Design step_dir_tracker_xy, sky130hd; sources not shown.
run_1/flops_by_reg.png
Scale bar: 50 µm. Other sequential cells in the stronger gray, the rest of the logic in the fainter gray.
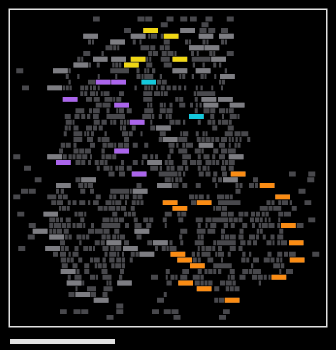
Orange shows `pos_y`, flops 16. Cyan shows `r_state`, flops 2. Purple shows `r_acc_x`, flops 8. Yellow shows `r_idle_cnt`, flops 5, where top center.
Another 46 sequential cells are not colored.
sequential power: 0.00120 W
Final Util: 0.322

run_1/clocks.png
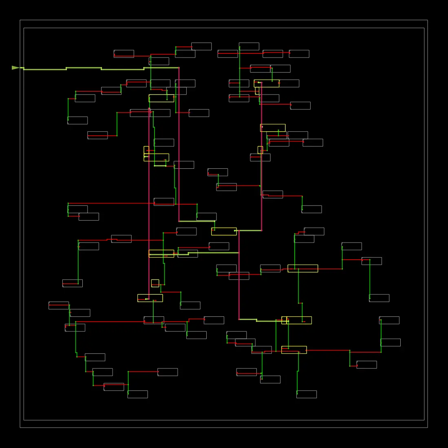
FFs & Latches: 77
Layout clock buffers: 10

run_1/detail.png
Window x 97 to 127, y 22 to 52 µm. Cells in gray, sequential cells in the stronger gray; small squares are vias.
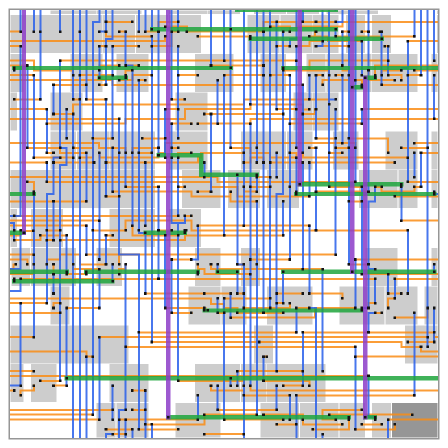
Green shows metal 3. Purple shows metal 4. Blue shows metal 2. Orange shows metal 1.
Sequential cells in the window: 0. 67 logic cells have their middle in the window.

run_1/sizes.png
Scale bar: 50 µm.
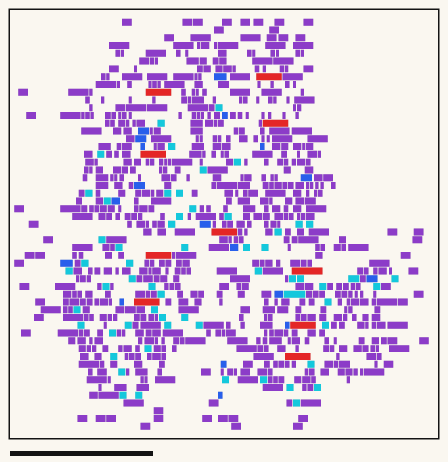
Red shows _6 and larger, cells 10, share 1.3%. Blue shows _2 cells, cells 18, share 2.3%. Cyan shows _3 and _4 cells, cells 59, share 7.4%. Purple shows _0 and _1 cells, cells 709, share 89%.
Area growth syn-to-layout: 25.3%
Signal buffers: 116
Finished Cell Area: 6840 µm²
setup slack after layout: 345 ps

==> results.json, run 1 <==
{
  "grt_pass1_vias": 5529,
  "reg2reg_slack_ps": 350,
  "crit_path_frequent_cell": "or4_1",
  "die_y_um": 150,
  "rsz0062_at_grt": "false",
  "fmax_mhz": 399,
  "yosys_register_bits": 77,
  "ys_cells": 728,
  "p_int_w": 0.00209,
  "firstDrtPassIters": 6,
  "p_leak_nw": 2.42,
  "crit_arrival_ps": 2780,
  "grt_remaining_overflow": 0,
  "placedCellCount": 1055,
  "dieArea_um2": 22400,
  "syn_inst": 728,
  "gp_congestion": 0.908,
  "peakVddDrop_v": 0.000278,
  "place_hpwl_um": 13100,
  "critPathSlowestCell": "or4_1",
  "yosysWarnings": 0,
  "hold_viol": 0,
  "portBuffers": 59,
  "cts_tree": "built",
  "avgRoutedWirePerCell_um": 17.0,
  "routed_via_density": 5.58,
  "seq_power_share": 0.390,
  "wl_um": 18200,
  "critPathKind": "reg2reg",
  "run_status": "completed",
  "avgSynthCellArea_um2": 7.50,
  "ys_seq_frac": 0.282,
  "p_sw_w": 0.000976,
  "floorplan.nets": 755,
  "worstPathRequired_ps": 3130,
  "clkPwrFrac": 0.376,
  "nets": 819,
  "core_area_um2": 21200,
  "ctsResizeCount": 0,
  "crit_family": "simple AND/OR/NAND/NOR gates",
  "switching_share": 0.318,
  "clock-sinks": 77,
  "fin_skew_ps": 6.85,
  "grt_max_degree": 45,
  "hold_class": "reg2reg",
  "edf_count": 0,
  "syn_area_um2": 5460,
  "grt.total_usage": 0.166,
  "clk_pin_slew_ps": 60,
  "warning_count": 38,
  "worstMarginPinSlew_ps": 810,
  "relSlewSlack": 0.455,
  "num_rows": 53,
  "path_buffers": 0,
  "crit_path_cell_trace": "ha_1, nand3_1, or4_1, a32o_1, or4_1, a21oi_1",
  "cp_max_fo": 11,
  "postCtsHoldBufs": 0,
  "setup_violations": 0,
  "holdPathStages": 2,
  "die_x_um": 150,
  "fp_util": 0.257,
  "ys_area_um2": 5460,
  "cts_root_buf": "clkbuf_16",
  "layout-drive-gt1-share": 0.109,
  "clk_path_buf_depth": 2,
  "ys.flop_type": "dfxtp_1",
  "drv_cap": 0,
  "ios": 60,
  "postRouteAntennaNets": 0,
  "crit_cells": 6,
  "finalMaxSlewViolations": 0,
  "insertion_delay_ps": 350,
  "period_minus_slack_ps": 2500,
  "final.setup.tns_ps": 0,
  "end_kind": "flop",
  "cts_buffers": 9,
  "placed_area_um2": 6560,
  "combPwrFrac": 0.233,
  "num_vias": 5972,
  "period_used_share": 0.879,
  "grt_pass1_wl_um": 29400
}
==> run 1: metrics by stage <==
| step | util | hold WS [ps] | total power, W |
|---|---|---|---|
| 5_1_grt | 0.322 | 471 | 0.00322 |
| 3_3_place_gp | 0.309 | 447 | 0.00193 |
| 6_report | 0.322 | 454 | 0.00307 |
| 4_1_cts | 0.322 | 458 | 0.00309 |
| 3_5_place_dp | 0.309 | 450 | 0.00193 |
| 2_1_floorplan | - | 437 | 0.00170 |
==> run 1: cell type report <==
class                      instances  area [µm²]
tap                              275         344
fill                            2274       14400
clock inverter                     5        52.6
sequential                        77        1540
clock buffer                      10         229
timing repair buffer             116        1010
inverter                          27         101
multi-input combinational        561        3560
==> run 1: worst reg2reg max path, delay by kind of cell (launching register included) <==
kind	cells	cell delay, ps
fa+ha+maj	1	240
simple gates	3	1200
compound gates	2	460
flops	1	540
==> run 1: synthesized netlist by cell type, types with 5 or more instances <==
master     instances  area, µm²
or4_1              7       52.6
a21oi_1           56        280
a21o_1             7       52.6
a31oi_1           10       62.6
nor2_1            36        135
nor3_1            38        190
nand2_1           77        289
o21ai_0           32        160
a221oi_1          12        105
xnor2_1            7       61.3
o22ai_1            6       37.5
nor3b_1            5       37.5
nand3_1           29        145
o31ai_1           12       90.1
clkbuf_1          56        210
o2111ai_1          7       61.3
nor2b_1            6       37.5
mux2i_1            7       70.1
ha_1              18        225
and3_1            14       87.6
nor4_1            21        131
nand4_1           19        119
o211ai_1           5       37.5
dfxtp_1           77       1540
or3_1             13       81.3
and2_1             8       50.1
a211oi_1           6       45.0
xor2_1             7       61.3
o21a_1             5       37.5
inv_1             27        101
==> run 1: cells by family (layout without fill, tap and decap cells) <==
group | count (synthesis) | in the layout | synth area share
simple gates | 303 | 303 | 0.297
compound gates | 217 | 217 | 0.275
buf+inv | 90 | 158 | 0.0655
flops | 77 | 77 | 0.282
fa+ha+maj | 18 | 18 | 0.0412
xor+xnor | 14 | 14 | 0.0225
mux | 9 | 9 | 0.0170
==> run 1: per-layer routing <==
metal / vias up / GRT usage / wire length, µm
li1: 2899 / - / -
met5: - / 0 / 0
met2: 210 / 0.258 / 8440
met4: 0 / 0.0732 / 390
met3: 29 / 0.0238 / 957
met1: 2834 / 0.226 / 8400
==> run 1: power by group through the flow <==
stage          registers, W  clock network (W)  logic [W]
2_1_floorplan       0.00120                  0   0.000496
3_3_place_gp        0.00122                  0   0.000712
3_5_place_dp        0.00122                  0   0.000707
4_1_cts             0.00120            0.00119   0.000710
5_1_grt             0.00121            0.00122   0.000790
6_report            0.00120            0.00115   0.000716
==> run 2, diff against run 1 <==
- CTS_CLUSTER_SIZE: not set -> 24
run_2/detail.png
Window x 97 to 127, y 22 to 52 µm. Cells in gray, sequential cells in the stronger gray; small squares are vias.
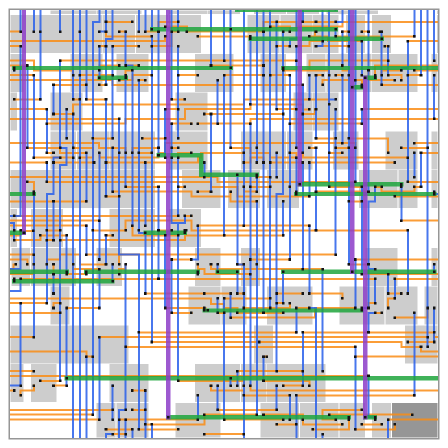
Green shows metal 3. Blue shows metal 2. Purple shows metal 4. Orange shows metal 1.
67 logic cells have their middle in the window. Sequential cells in the window: 0.

==> run 2 against run 1 <==
Via count stayed put. Critical path type unchanged. Largest power group unchanged. Utilization stayed put. Flip-flop count stayed put. Synthesized cell count stayed put. Hold slack stayed put. Register-to-register slack hardly changed. Highest routed layer unchanged. Combinational power hardly changed. Clock power hardly changed.
==> results.json, run 2 <==
{
  "setup_violations": 0,
  "ys.flop_type": "dfxtp_1",
  "holdPathStages": 2,
  "dieArea_um2": 22400,
  "synth_top_area_share": 0.282,
  "ys_area_um2": 5460,
  "crit_family": "simple AND/OR/NAND/NOR gates",
  "nets": 819,
  "yosys-top-cells-area": "dfxtp_1, nand2_1, a21oi_1, ha_1, clkbuf_1",
  "grtUsageMet2": 0.258,
  "period_minus_slack_ps": 2500,
  "syn_area_um2": 5460,
  "path_buffers": 0,
  "grt_max_degree": 45,
  "hold_viol": 0,
  "clock-sinks": 77,
  "routed_via_density": 5.58,
  "seq_power_share": 0.390,
  "cts_buffers": 9,
  "grt_remaining_overflow": 0,
  "hold_class": "reg2reg",
  "die_y_um": 150,
  "die_x_um": 150,
  "yosys_register_bits": 77,
  "synth-async-reset-ratio": 0,
  "ios": 60,
  "clkPwrFrac": 0.376,
  "fmax_mhz": 399,
  "fp_util": 0.257,
  "crit_path_frequent_cell": "or4_1",
  "cp_max_fo": 11,
  "finalMaxSlewViolations": 0,
  "run_status": "completed",
  "syn_inst": 728,
  "gp_congestion": 0.908,
  "period_used_share": 0.879,
  "grt_use_met1": 0.226,
  "hold_ws_ps": 454,
  "firstDrtPassIters": 6,
  "cts_tree": "built",
  "fin_skew_ps": 6.85,
  "crit_path_cell_trace": "ha_1, nand3_1, or4_1, a32o_1, or4_1, a21oi_1",
  "crit_cells": 6,
  "num_vias": 5972,
  "rsz0062_at_grt": "false",
  "largest_area_cell": "dfxtp_1",
  "clk_path_buf_depth": 2,
  "p_leak_nw": 2.42,
  "layout-drive-gt1-share": 0.109,
  "grt_pass1_vias": 5529,
  "combPwrFrac": 0.233,
  "relSlewSlack": 0.455,
  "wl_um": 18200,
  "clk_pin_slew_ps": 60,
  "critPathSlowestCell": "or4_1",
  "worstMarginPinSlew_ps": 810,
  "edf_count": 0,
  "ctsResizeCount": 0,
  "drtIter0Drc": 724,
  "worstPathRequired_ps": 3130,
  "p_int_w": 0.00209,
  "switching_share": 0.318,
  "postCtsHoldBufs": 0,
  "insertion_delay_ps": 350,
  "crit_arrival_ps": 2780,
  "peakVddDrop_v": 0.000278,
  "place_hpwl_um": 13100,
  "use_met3": 0.0238,
  "synthTopCellsByCount": "dfxtp_1, nand2_1, a21oi_1, clkbuf_1, nor3_1",
  "postRouteAntennaNets": 0,
  "ys_cells": 728,
  "grt.total_usage": 0.166,
  "reg2reg_slack_ps": 350,
  "p_sw_w": 0.000976,
  "critPathKind": "reg2reg",
  "drv_cap": 0,
  "cts_root_buf": "clkbuf_16",
  "core_area_um2": 21200,
  "portBuffers": 59,
  "avgSynthCellArea_um2": 7.50,
  "final.setup.tns_ps": 0,
  "warning_count": 38,
  "busiest_layer": "met2"
}
[run 2: cell counts after synthesis]
Identical to the previous run, type by type.
[run 2: layer usage]
| metal | part of all wire | vias to the layer above | wire [µm] |
|---|---|---|---|
| met2 | 0.46 | 210 | 8440 |
| li1 | - | 2899 | - |
| met4 | 0.021 | 0 | 390 |
| met3 | 0.053 | 29 | 957 |
| met1 | 0.46 | 2834 | 8400 |
| met5 | 0 | - | 0 |
[run 2: layout make-up]
type	count	area, µm²
Clock buffer	10	229
Inverter	27	101
Sequential cell	77	1540
Clock inverter	5	52.6
Tap cell	275	344
Fill cell	2274	14400
Timing Repair Buffer	116	1010
Multi-Input combinational cell	561	3560
[run 2: per-stage QoR]
step / instances / instance area [µm²] / utilization / setup WS (ps) / power (W)
finish: 1071 / 6840 / 0.322 / 345 / 0.00307
global route: 1071 / 6840 / 0.322 / 170 / 0.00322
CTS: 1070 / 6840 / 0.322 / 376 / 0.00309
detailed placement: 1055 / 6560 / 0.309 / 296 / 0.00193
global placement: 1055 / 6560 / 0.309 / 239 / 0.00193
floorplan: 728 / 5460 / - / 392 / 0.00170
[run 2: kinds of logic after synthesis]
group,count (synthesis),share of synthesized area
flops,77,0.282
fa+ha+maj,18,0.0412
simple gates,303,0.297
compound gates,217,0.275
xor+xnor,14,0.0225
mux,9,0.0170
buf+inv,90,0.0655
[run 2: worst register-to-register path, stage by stage, from the launching register on]
cell	delay, ps
dfxtp_1	540
ha_1	240
nand3_1	110
or4_1	690
a32o_1	320
or4_1	400
a21oi_1	140
[run 2: power by group through the flow]
stage / logic, W / registers, W / clock network, W
after floorplan: 0.000496 / 0.00120 / 0
after global placement: 0.000712 / 0.00122 / 0
after detailed placement: 0.000707 / 0.00122 / 0
after CTS: 0.000710 / 0.00120 / 0.00119
after global routing: 0.000790 / 0.00121 / 0.00122
final: 0.000716 / 0.00120 / 0.00115
Power and IR drop assume default switching activity.
